`src/rtl/mem_arbiter_2port.sv`:
```
// Round-robin two-port arbiter and access sequencer for the 32x8 banked memory.
// Optional per-port grant counters are enabled with `define MEM_ARB_GRANT_CNT_EN.
module mem_arbiter_2port #(
  parameter int ADDR_WIDTH = 5,
  parameter int DATA_WIDTH = 8,
  parameter int CNT_WIDTH  = 8
) (
  input  logic                  clock,
  input  logic                  reset,
  input  logic                  req0,
  input  logic                  wr0,
  input  logic [ADDR_WIDTH-1:0] addr0,
  input  logic [DATA_WIDTH-1:0] wdata0,
  output logic                  ack0,
  input  logic                  req1,
  input  logic                  wr1,
  input  logic [ADDR_WIDTH-1:0] addr1,
  input  logic [DATA_WIDTH-1:0] wdata1,
  output logic                  ack1,
  output logic [DATA_WIDTH-1:0] rdata,
  output logic                  busy,
  output logic [DATA_WIDTH-1:0] mem_data,
  output logic [ADDR_WIDTH-1:0] mem_address,
  output logic                  mem_rE,
  output logic                  mem_wE,
  input  logic [DATA_WIDTH-1:0] mem_dataOut
`ifdef MEM_ARB_GRANT_CNT_EN
  ,
  output logic [CNT_WIDTH-1:0]  gnt_cnt0,
  output logic [CNT_WIDTH-1:0]  gnt_cnt1
`endif
);

  if (ADDR_WIDTH < 1 || DATA_WIDTH < 1 || CNT_WIDTH < 1) begin : g_param_err
    $error("mem_arbiter_2port: widths must be at least 1");
  end

  typedef enum logic [1:0] {IDLE, ACCESS, CAPTURE, ACK} state_t;

  state_t state;
  logic   last_grant;
  logic   g_port;
  logic   g_wr;
  logic   gnt_any;
  logic   gnt_sel;

  // Contention goes to the port that did not win last time.
  always_comb begin
    gnt_any = req0 | req1;
    gnt_sel = (req0 & req1) ? ~last_grant : req1;
  end

  always_ff @(posedge clock or posedge reset) begin
    if (reset) begin
      state       <= IDLE;
      last_grant  <= 1'b1;
      g_port      <= 1'b0;
      g_wr        <= 1'b0;
      ack0        <= 1'b0;
      ack1        <= 1'b0;
      rdata       <= '0;
      busy        <= 1'b0;
      mem_rE      <= 1'b0;
      mem_wE      <= 1'b0;
      mem_address <= '0;
      mem_data    <= '0;
    end else begin
      case (state)
        IDLE: begin
          if (gnt_any) begin
            g_port      <= gnt_sel;
            g_wr        <= gnt_sel ? wr1 : wr0;
            last_grant  <= gnt_sel;
            // Address/data registers double as the latched request fields.
            mem_address <= gnt_sel ? addr1 : addr0;
            mem_data    <= gnt_sel ? wdata1 : wdata0;
            mem_wE      <= gnt_sel ? wr1 : wr0;
            mem_rE      <= gnt_sel ? ~wr1 : ~wr0;
            busy        <= 1'b1;
            state       <= ACCESS;
          end
        end
        ACCESS: begin
          mem_rE <= 1'b0;
          mem_wE <= 1'b0;
          if (g_wr) begin
            ack0  <= ~g_port;
            ack1  <= g_port;
            state <= ACK;
          end else begin
            state <= CAPTURE;
          end
        end
        CAPTURE: begin
          rdata <= mem_dataOut;
          ack0  <= ~g_port;
          ack1  <= g_port;
          state <= ACK;
        end
        ACK: begin
          ack0  <= 1'b0;
          ack1  <= 1'b0;
          busy  <= 1'b0;
          state <= IDLE;
        end
        default: state <= IDLE;
      endcase
    end
  end

`ifdef MEM_ARB_GRANT_CNT_EN
  // Saturating grant counters; they stick at all ones.
  always_ff @(posedge clock or posedge reset) begin
    if (reset) begin
      gnt_cnt0 <= '0;
      gnt_cnt1 <= '0;
    end else if (state == IDLE && gnt_any) begin
      if (!gnt_sel && !(&gnt_cnt0)) gnt_cnt0 <= gnt_cnt0 + CNT_WIDTH'(1);
      if (gnt_sel && !(&gnt_cnt1))  gnt_cnt1 <= gnt_cnt1 + CNT_WIDTH'(1);
    end
  end
`endif

endmodule

```
`config.mk`:
```
export PLATFORM = sky130hd
export DESIGN_NAME = mem_arbiter_2port
export DESIGN_NICKNAME = d
export VERILOG_FILES = /design/src/rtl/mem_arbiter_2port.sv
export SDC_FILE = /design/constraint.sdc
export NUM_CORES = 1
export LEC_CHECK = 0
export CAP_MARGIN = 20
export CORE_ASPECT_RATIO = 0.8
export CORE_MARGIN = 4
export CORE_UTILIZATION = 41
export DETAILED_ROUTE_END_ITERATION = 8
export GPL_ROUTABILITY_DRIVEN = 0
export GPL_TIMING_DRIVEN = 0
export PLACE_DENSITY = 0.8
export SLEW_MARGIN = 20
export SYNTH_ARGS = -nofsm -noshare
export SYNTH_HDL_FRONTEND = slang
export SYNTH_SLANG_ARGS = --single-unit
export TNS_END_PERCENT = 30
```
`constraint.sdc`:
```
create_clock -name clock -period 2.4 [get_ports clock]
set_input_delay 0.48 -clock clock [delete_from_list [all_inputs] [get_ports clock]]
set_output_delay 0.48 -clock clock [all_outputs]
set_load 0.01 [all_outputs]
```
sizing.png
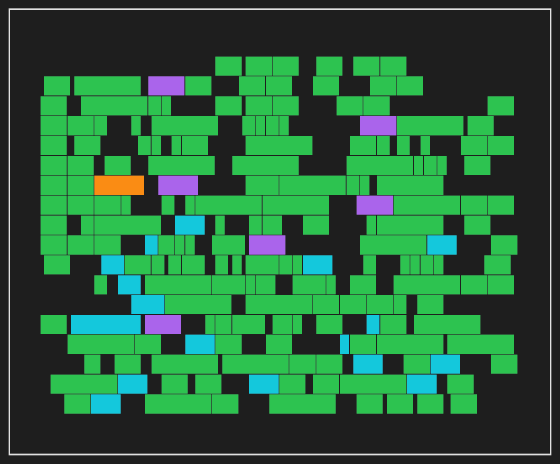
color	size	cells	most used
purple	x6 and larger	6	clkbuf_8
green	x1 and smaller	168	clkdlybuf4s50_1
cyan	x2	17	mux2_2
orange	x3 and x4	1	a21boi_4

util_map.png
Bar = 20 microns. 7 x 6 tiles, from dark blue (low) to red (high), 0 to 100% covered.
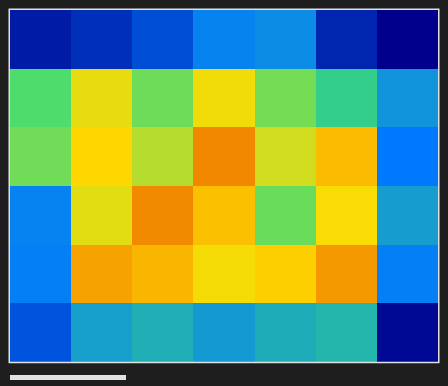
mean over tiles	48%
fullest tile	85%
emptiest ninth of the die	top right
tiles over 75% full	21%

==> results.md <==
| Metric | This run |
|---|---|
| Vias in the first global route | 1272 |
| Max Buffers Root-to-Sink | 2 |
| First-pass GRT wire length | 5790 microns |
| Ports placed on the boundary | 66 |
| Hold worst-path end | mem_data[6]$_DFFE_PP0P_ |
| Cell depth of the worst hold path | 2 |
| Met2 Resource Use GR | 32.7% |
| Share of the synthesized area in the top cell type | 52.7% |
| Area of the multi-input gates | 597 sq um |
| Drc violations | 0 |
| Flip-flops with a built-in enable | 0 |
| Result of the run | finished clean |
| Synth Register Bits | 31 |
| Post-synth seq share | 54.6% |
| Mi-comb count | 78 |
| Final Cell Area | 2210 sq um |
| Worst setup skew after layout | 0.00665 ns |
| Transition at the pin with the smallest max-transition slack | 0.629 ns |
| Share of synthesized area spent on multiplexers | 17.8% |
| Number of nets at the end of the flow | 237 |
| Synthesized instance count | 119 |
| Minimum clock period | 1.85 ns |
| # clock sinks | 31 |
| Wirelength per Cell | 15.4 microns |
| Xor and xnor fraction of the mapped netlist area | 0% |
| GR Util met1 | 19.0% |
| Pin count of the biggest net entering global routing | 32 |
| Highest metal layer used by the detailed router | met4 |
| TritonCTS Buffers | 5 |
| Most frequent cells after synthesis | dfrtp_1, nand2_1, mux2i_1, mux2_2, o21ai_1 |
| Clock insertion delay at the later pin of the skew report | 0.28 ns |
| Buffers excl. clock | 70 |
| Die outline area | 4490 sq um |
| Share of the final layout cell area in multi-input gates | 27.1% |
| CP Data Required Time | 2.54 ns |
| Tightest hold margin | 0.480 ns |
| Clkbuf count | 7 |
| Drt pass-1 iters | 4 |
| Overall global routing resource usage | 18.0% |
| Metal-1 WL | 1390 microns |
-- worst max-delay path by stage --
stage	cells after the start	to	slack, ns
CTS	5	state[0]$_DFFE_PP0P_	0.56
floorplan	5	state[0]$_DFFE_PP0P_	0.81
finish	5	state[0]$_DFFE_PP0P_	0.55
detailed placement	4	mem_data[7]$_DFFE_PP0P_	0.37
global placement	5	mem_data[6]$_DFFE_PP0P_	0.43
global route	5	state[0]$_DFFE_PP0P_	0.48
-- power by group --
part / total [mW] / leakage (nW) / internal (mW) / switching (mW)
clock network: 0.381 / 0.0422 / 0.203 / 0.178
logic: 1.33 / 0.542 / 0.739 / 0.589
registers: 0.952 / 0.375 / 0.794 / 0.158
-- sequential cells by signal (all words and copies together), names as in the netlist --
signal / cells
mem_data: 8
rdata: 8
mem_address: 5
state: 2
ack0: 1
ack1: 1
busy: 1
g_port: 1
g_wr: 1
last_grant: 1
mem_rE: 1
mem_wE: 1
-- critical path, cell delays in order, from the launching register on --
cell	delay, ns
dfrtp_1	0.42
inv_1	0.17
ha_1	0.34
or3b_2	0.55
o21ai_0	0.11
a22oi_1	0.12
-- placed cells by master (no fill, tap or decap) --
cell             count
nand3_1              1
mux2_2              10
a22oi_1              2
dfstp_2              1
clkdlybuf4s50_1     65
mux2i_1             14
nor2_1               1
o21ai_1              9
o31ai_2              1
a32o_1               1
clkinv_2             1
nand2b_1             1
a31oi_1              1
clkbuf_8             5
a211oi_1             1
o21ai_0              7
inv_2                1
a21boi_4             1
a22o_1               1
nand2_1             15
o21ai_2              1
or3b_2               1
nor2b_1              1
ha_1                 6
buf_2                1
dfrtp_1             30
inv_1                4
buf_8                1
clkbuf_1             5
a21oi_1              3
Power is estimated from default activity; no workload was simulated.
